===== src/rtl/dot_accum_pkg.sv =====
// Shared types and default sizing for the dot-product accumulator.
// Optional feature macro used by this block: DOT_ACCUM_SAT_EN.
package dot_accum_pkg;

    typedef enum logic [1:0] {
        ST_IDLE  = 2'd0,
        ST_ACCUM = 2'd1,
        ST_HOLD  = 2'd2
    } state_t;

    localparam int PROD_W      = 12;
    localparam int DEF_MAX_LEN = 32;
    localparam int DEF_ACC_W   = 16;
    localparam int DEF_CNT_W   = 8;

endpackage


===== src/rtl/dot_accum_add.sv =====
// Accumulator adder with carry-out; saturates instead of wrapping when
// DOT_ACCUM_SAT_EN is defined.
module dot_accum_add
    import dot_accum_pkg::*;
#(
    parameter int ACC_W = DEF_ACC_W
) (
    input  logic [ACC_W-1:0] a,
    input  logic [ACC_W-1:0] b,
    output logic [ACC_W-1:0] sum,
    output logic             carry
);

    logic [ACC_W:0] raw_s;

    assign raw_s = {1'b0, a} + {1'b0, b};
    assign carry = raw_s[ACC_W];

`ifdef DOT_ACCUM_SAT_EN
    // A saturated accumulator re-carries on any non-zero add, so it pins at max.
    assign sum = raw_s[ACC_W] ? {ACC_W{1'b1}} : raw_s[ACC_W-1:0];
`else
    assign sum = raw_s[ACC_W-1:0];
`endif

endmodule


===== src/rtl/dot_accum_6x6.sv =====
// Group-wise accumulator of 12-bit products with a valid/ready result register.
// Build option DOT_ACCUM_SAT_EN selects saturating instead of wrapping sums.
module dot_accum_6x6
    import dot_accum_pkg::*;
#(
    parameter int MAX_LEN = DEF_MAX_LEN,
    parameter int ACC_W   = DEF_ACC_W,
    parameter int CNT_W   = DEF_CNT_W
) (
    input  logic              clk,
    input  logic              rst,
    input  logic              in_valid,
    input  logic [PROD_W-1:0] in_prod,
    input  logic              in_last,
    output logic              in_ready,
    output logic              out_valid,
    input  logic              out_ready,
    output logic [ACC_W-1:0]  out_sum,
    output logic [CNT_W-1:0]  out_len,
    output logic              out_forced,
    output logic              out_ovf
);

    localparam logic [CNT_W-1:0] MAX_CNT = CNT_W'(MAX_LEN);
    localparam logic [CNT_W-1:0] ONE_CNT = CNT_W'(1);

    state_t           state_r, state_nxt_s;
    logic [ACC_W-1:0] acc_r, acc_nxt_s, prod_ext_s, add_sum_s;
    logic [CNT_W-1:0] cnt_r, cnt_nxt_s, cnt_inc_s;
    logic             add_carry_s;
    logic             ovf_r, ovf_nxt_s, forced_nxt_s, close_s;
    logic             rdy_en_r, in_ready_s, accept_s;
    logic             out_valid_r, out_forced_r, out_ovf_r;
    logic [ACC_W-1:0] out_sum_r;
    logic [CNT_W-1:0] out_len_r;

    assign prod_ext_s = ACC_W'(in_prod);
    assign cnt_inc_s  = cnt_r + ONE_CNT;
    assign accept_s   = in_valid & in_ready_s;

    dot_accum_add #(.ACC_W(ACC_W)) u_add (
        .a     (acc_r),
        .b     (prod_ext_s),
        .sum   (add_sum_s),
        .carry (add_carry_s)
    );

    // Ready decode: held low through reset, follows out_ready while a result is held.
    always_comb begin
        in_ready_s = 1'b0;
        if (!rdy_en_r) begin
            in_ready_s = 1'b0;
        end else if (state_r == ST_HOLD) begin
            in_ready_s = out_ready;
        end else begin
            in_ready_s = 1'b1;
        end
    end

    // Next-state, accumulator update and group-close decision.
    always_comb begin
        state_nxt_s  = state_r;
        acc_nxt_s    = acc_r;
        cnt_nxt_s    = cnt_r;
        ovf_nxt_s    = ovf_r;
        forced_nxt_s = 1'b0;
        close_s      = 1'b0;
        case (state_r)
            ST_IDLE, ST_HOLD: begin
                // In HOLD an accepted beat implies the held result leaves this cycle.
                if (accept_s) begin
                    acc_nxt_s = prod_ext_s;
                    cnt_nxt_s = ONE_CNT;
                    ovf_nxt_s = 1'b0;
                    if (in_last) begin
                        state_nxt_s = ST_HOLD;
                        close_s     = 1'b1;
                    end else begin
                        state_nxt_s = ST_ACCUM;
                    end
                end else if ((state_r == ST_HOLD) && !out_ready) begin
                    state_nxt_s = ST_HOLD;
                end else begin
                    state_nxt_s = ST_IDLE;
                end
            end
            ST_ACCUM: begin
                if (accept_s) begin
                    acc_nxt_s = add_sum_s;
                    cnt_nxt_s = cnt_inc_s;
                    ovf_nxt_s = ovf_r | add_carry_s;
                    if (in_last) begin
                        state_nxt_s = ST_HOLD;
                        close_s     = 1'b1;
                    end else if (cnt_inc_s == MAX_CNT) begin
                        state_nxt_s  = ST_HOLD;
                        close_s      = 1'b1;
                        forced_nxt_s = 1'b1;
                    end else begin
                        state_nxt_s = ST_ACCUM;
                    end
                end else begin
                    state_nxt_s = ST_ACCUM;
                end
            end
            default: begin
                state_nxt_s = ST_IDLE;
            end
        endcase
    end

    // State, accumulator and result registers.
    always_ff @(posedge clk) begin
        if (rst) begin
            state_r      <= ST_IDLE;
            acc_r        <= {ACC_W{1'b0}};
            cnt_r        <= {CNT_W{1'b0}};
            ovf_r        <= 1'b0;
            rdy_en_r     <= 1'b0;
            out_valid_r  <= 1'b0;
            out_sum_r    <= {ACC_W{1'b0}};
            out_len_r    <= {CNT_W{1'b0}};
            out_forced_r <= 1'b0;
            out_ovf_r    <= 1'b0;
        end else begin
            state_r     <= state_nxt_s;
            acc_r       <= acc_nxt_s;
            cnt_r       <= cnt_nxt_s;
            ovf_r       <= ovf_nxt_s;
            rdy_en_r    <= 1'b1;
            out_valid_r <= (state_nxt_s == ST_HOLD);
            if (close_s) begin
                out_sum_r    <= acc_nxt_s;
                out_len_r    <= cnt_nxt_s;
                out_forced_r <= forced_nxt_s;
                out_ovf_r    <= ovf_nxt_s;
            end else begin
                out_sum_r    <= out_sum_r;
                out_len_r    <= out_len_r;
                out_forced_r <= out_forced_r;
                out_ovf_r    <= out_ovf_r;
            end
        end
    end

    assign in_ready   = in_ready_s;
    assign out_valid  = out_valid_r;
    assign out_sum    = out_sum_r;
    assign out_len    = out_len_r;
    assign out_forced = out_forced_r;
    assign out_ovf    = out_ovf_r;

endmodule


===== config.mk =====
export PLATFORM = sky130hd
export DESIGN_NAME = dot_accum_6x6
export DESIGN_NICKNAME = d
export VERILOG_FILES = /design/src/rtl/dot_accum_pkg.sv /design/src/rtl/dot_accum_add.sv /design/src/rtl/dot_accum_6x6.sv
export SDC_FILE = /design/constraint.sdc
export NUM_CORES = 1
export LEC_CHECK = 0
export CAP_MARGIN = 30
export CORE_ASPECT_RATIO = 1.2
export CORE_MARGIN = 2
export CORE_UTILIZATION = 58
export DETAILED_ROUTE_END_ITERATION = 10
export PLACE_DENSITY_LB_ADDON = 0.08
export SETUP_SLACK_MARGIN = 0.2
export SLEW_MARGIN = 10
export SYNTH_ARGS = -nofsm -noshare
export SYNTH_HDL_FRONTEND = slang
export SYNTH_SLANG_ARGS = --single-unit

===== constraint.sdc =====
create_clock -name clk -period 4.8 [get_ports clk]
set_input_delay 0.96 -clock clk [delete_from_list [all_inputs] [get_ports clk]]
set_output_delay 0.96 -clock clk [all_outputs]
set_load 0.02 [all_outputs]

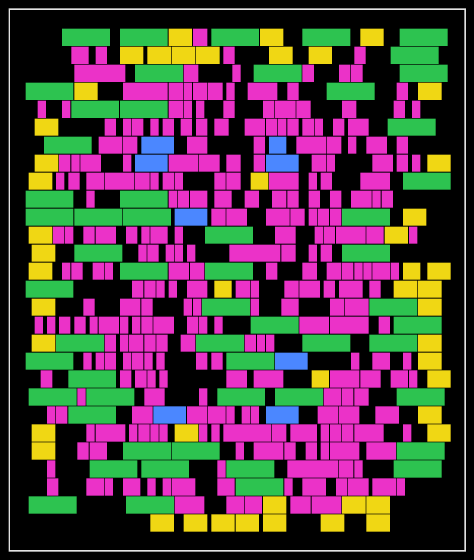
Fig. 1. Cells colored by class.
green -> flops  # cells 55
yellow -> other buffers and delay cells  # cells 48
blue -> clock drivers and dummy loads  # cells 8
magenta -> combinational and other logic  # cells 276

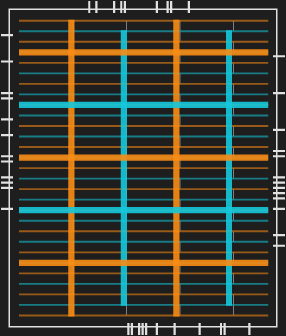
Fig. 2. PDN straps and rails.
Pins as bars on the die edge. Tap cells in gray.
orange -> VSS
cyan -> VDD
rows = 28
tap cells = 60
signal pins = 45
Placeable Area: 0.00490 mm2
die extent in x: 68.7 um
Die Span Y: 81.6 um
Peak VDD IR: 234 uV

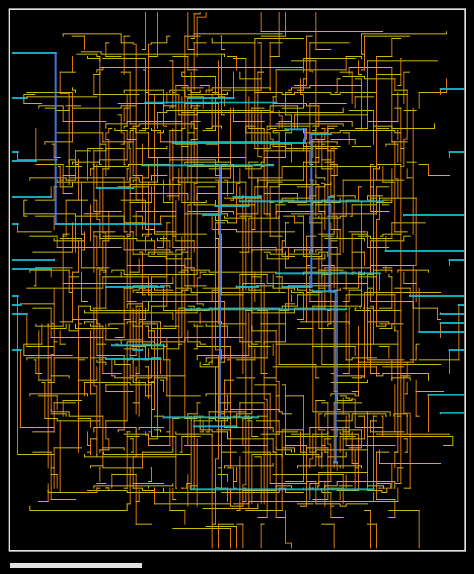
Fig. 3. Metal layers overlaid.
Bar = 20 um.
cyan -> metal 3  # wire length 351 um
orange -> metal 2  # wire length 3,330 um
yellow -> metal 1  # wire length 3,120 um
blue -> metal 4  # wire length 130 um
WL final: 6.93 mm
vias: 2,621
Tot GR Track Use: 0.268
Routed wire per std cell: 15.5 um

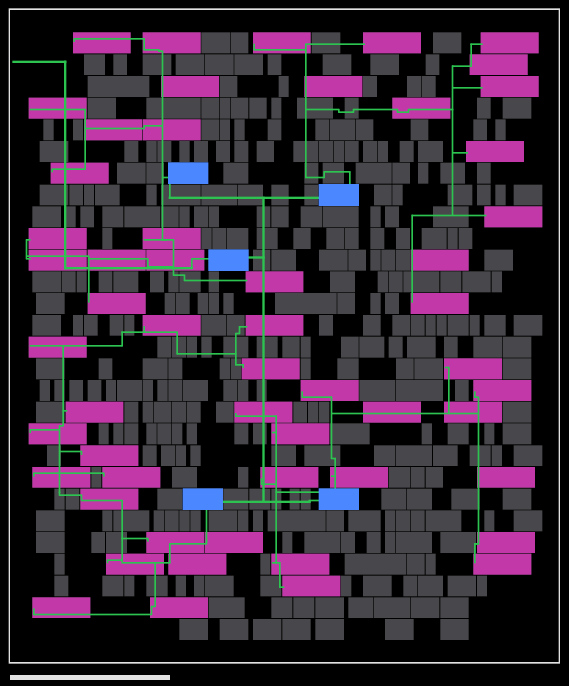
Fig. 4. Clock network drawn from the DEF.
Bar = 20 um.
magenta -> flip-flops  # count 55
green -> clock wires  # length 606 um
blue -> clock drivers  # count 5
flops lie = spread over the die
routed clock nets = 6
Insertion Delay late pin: 0.31 ns
Clock Skews: 0.00944 ns
Clock group: 0.282 mW
Clk pwr share: 0.301

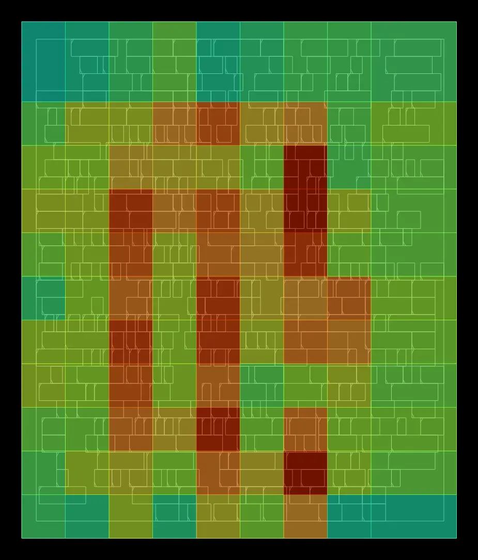
Fig. 5. Routing congestion.
GRT met2 Usage: 0.429
fin util: 0.707
Global Route met3 Usage: 0.0411
global route hottest layer: met2
M1 GR Usage: 0.359

==> results.cfg <==
; generated from flow reports
[floorplanning]
rows = 28
fp-utilization = 0.594
taps = 60
chip_area_mm2 = 0.00561

[pwr]
internal_power_mw = 0.675
pwr.group.combinational_mw = 0.172
maxPowerGroup = sequential cells
power_switching_mw = 0.262
comb_power_share = 0.183
fin_total_pwr_mw = 0.937
swShare = 0.279
leakagePower_nw = 1.27
p_seq_frac = 0.516
power.sequential.total_mw = 0.483

[timing]
rsz0062_at_grt = false
worstMarginPinSlew_ns = 0.571
setup_tns_ns = 0
max_freq_mhz = 297
final-max-slew-violation-count = 0
holdWs_ns = 0.456
worst_slack_ns = 1.43

[worst_hold_path]
hold_depth = 2
min_to = out_sum[13]
hold_class = flip-flop to flip-flop

[critical_path]
critical_path_arrival_ns = 3.60
path_cells = clkdlybuf4s50_1 > nand2_2 > a21oi_2 > nand2_1 > o21ai_2 > buf_4 > nor2_1 > a211oi_1
crit_type = input port to flip-flop
critPathMaxFanout = 19
timing.rr.end = out_sum[4]
r2r_setup_slack_ns = 2.02
critPathLaunchType = input port
reg2reg_depth = 7
crit_slowest_cell = o21ai_2
crit_start = in_valid
r2r-start = state_r[0]

[global_route]
grt_max_degree = 49
antenna_found_initial = 0
grt_pass1_vias = 2465
grt-ovfl-total = 0

[layout]
final_area_mm2 = 0.00347
mostFrequentLayoutCell = dfxtp_1
combGateArea_mm2 = 0.00169
inverters = 8
seq_share = 0.318
comb_share = 0.486
final_layout_size_suffix_gt1_frac = 0.0698
fillers = 431
ff_latch_area_mm2 = 0.00110
area_delta_synth_final_pct = 19.0
most-common-layout-cells = dfxtp_1 (55), nor2_1 (49), clkdlybuf4s50_1 (44)
buffers = 48
fin_nets = 418
n_antenna_cell = 0
clock_area_frac = 0.0300

[synthesis]
yosys.area.top_type = dfxtp_1
synthTopCellsByCount = dfxtp_1 (55), nor2_1 (49), nand2_1 (33), a21oi_1 (31), nand3_1 (22)
ys_seq_share = 0.378
ys_warn_count = 0
syn_nets = 382
yosys_area_mm2 = 0.00291
synthArstFlopShare = 0
edf_count = 0
synthDistinctLibCells = 48
synth_top_flop_cell = dfxtp_1
top_cell_area_share = 0.378
ys_seq_elements = 55
topCellsByArea = dfxtp_1 (38%), nor2_1 (6.3%), ha_1 (6.0%)

[clock_network]
cts_htree_levels = 2
cts-hold-fix-buffers = 0
cts_setup_buffers = 0
clockRootBuffer = clkbuf_8
cts_buffers = 5
cts_resized = 0
path_clk_slew_ns = 0.09
cts_max_path_buffers = 2
cts_tree = yes
cts_num_sinks = 55

[route]
highest_layer = met4
viasPerCell = 5.86
dr_wl_met2_mm = 3.33
m1WireLength_mm = 3.12
ant_nets = 0
dr.pass1.iters = 4
drc_errors = 0

[job]
warning_count = 26

[placed_design]
place_area_mm2 = 0.00336
dp.cells = 439
io_buffers = 44
gp_routability_congestion = 0.901

[outcome]
outcome = finished, final reports clean
==> cells by family after synthesis <==
kind of cell / count (synthesis) / share of synthesized area
AND/OR/NAND/NOR: 140 / 0.222
XOR/XNOR: 17 / 0.0511
multiplexers: 2 / 0.00687
buffers and inverters: 27 / 0.0434
flip-flops: 55 / 0.378
adder cells (fa/ha/maj): 15 / 0.0670
AND-OR/OR-AND: 94 / 0.232
==> sequential cells by signal, summed over array words and instances (netlist names) <==
name,count
out_valid,1
out_sum,16
cnt_r,8
out_ovf,1
ovf_r,1
state_r,2
rdy_en_r,1
out_forced,1
acc_r,16
out_len,8
==> worst max-delay path, delay by kind of cell <==
family | cells | cell delay [ns]
AOI/OAI and AO/OA | 3 | 1.19
and+or+nand+nor | 3 | 0.59
buffers and inverters | 2 | 0.84
Power and IR drop assume default switching activity.
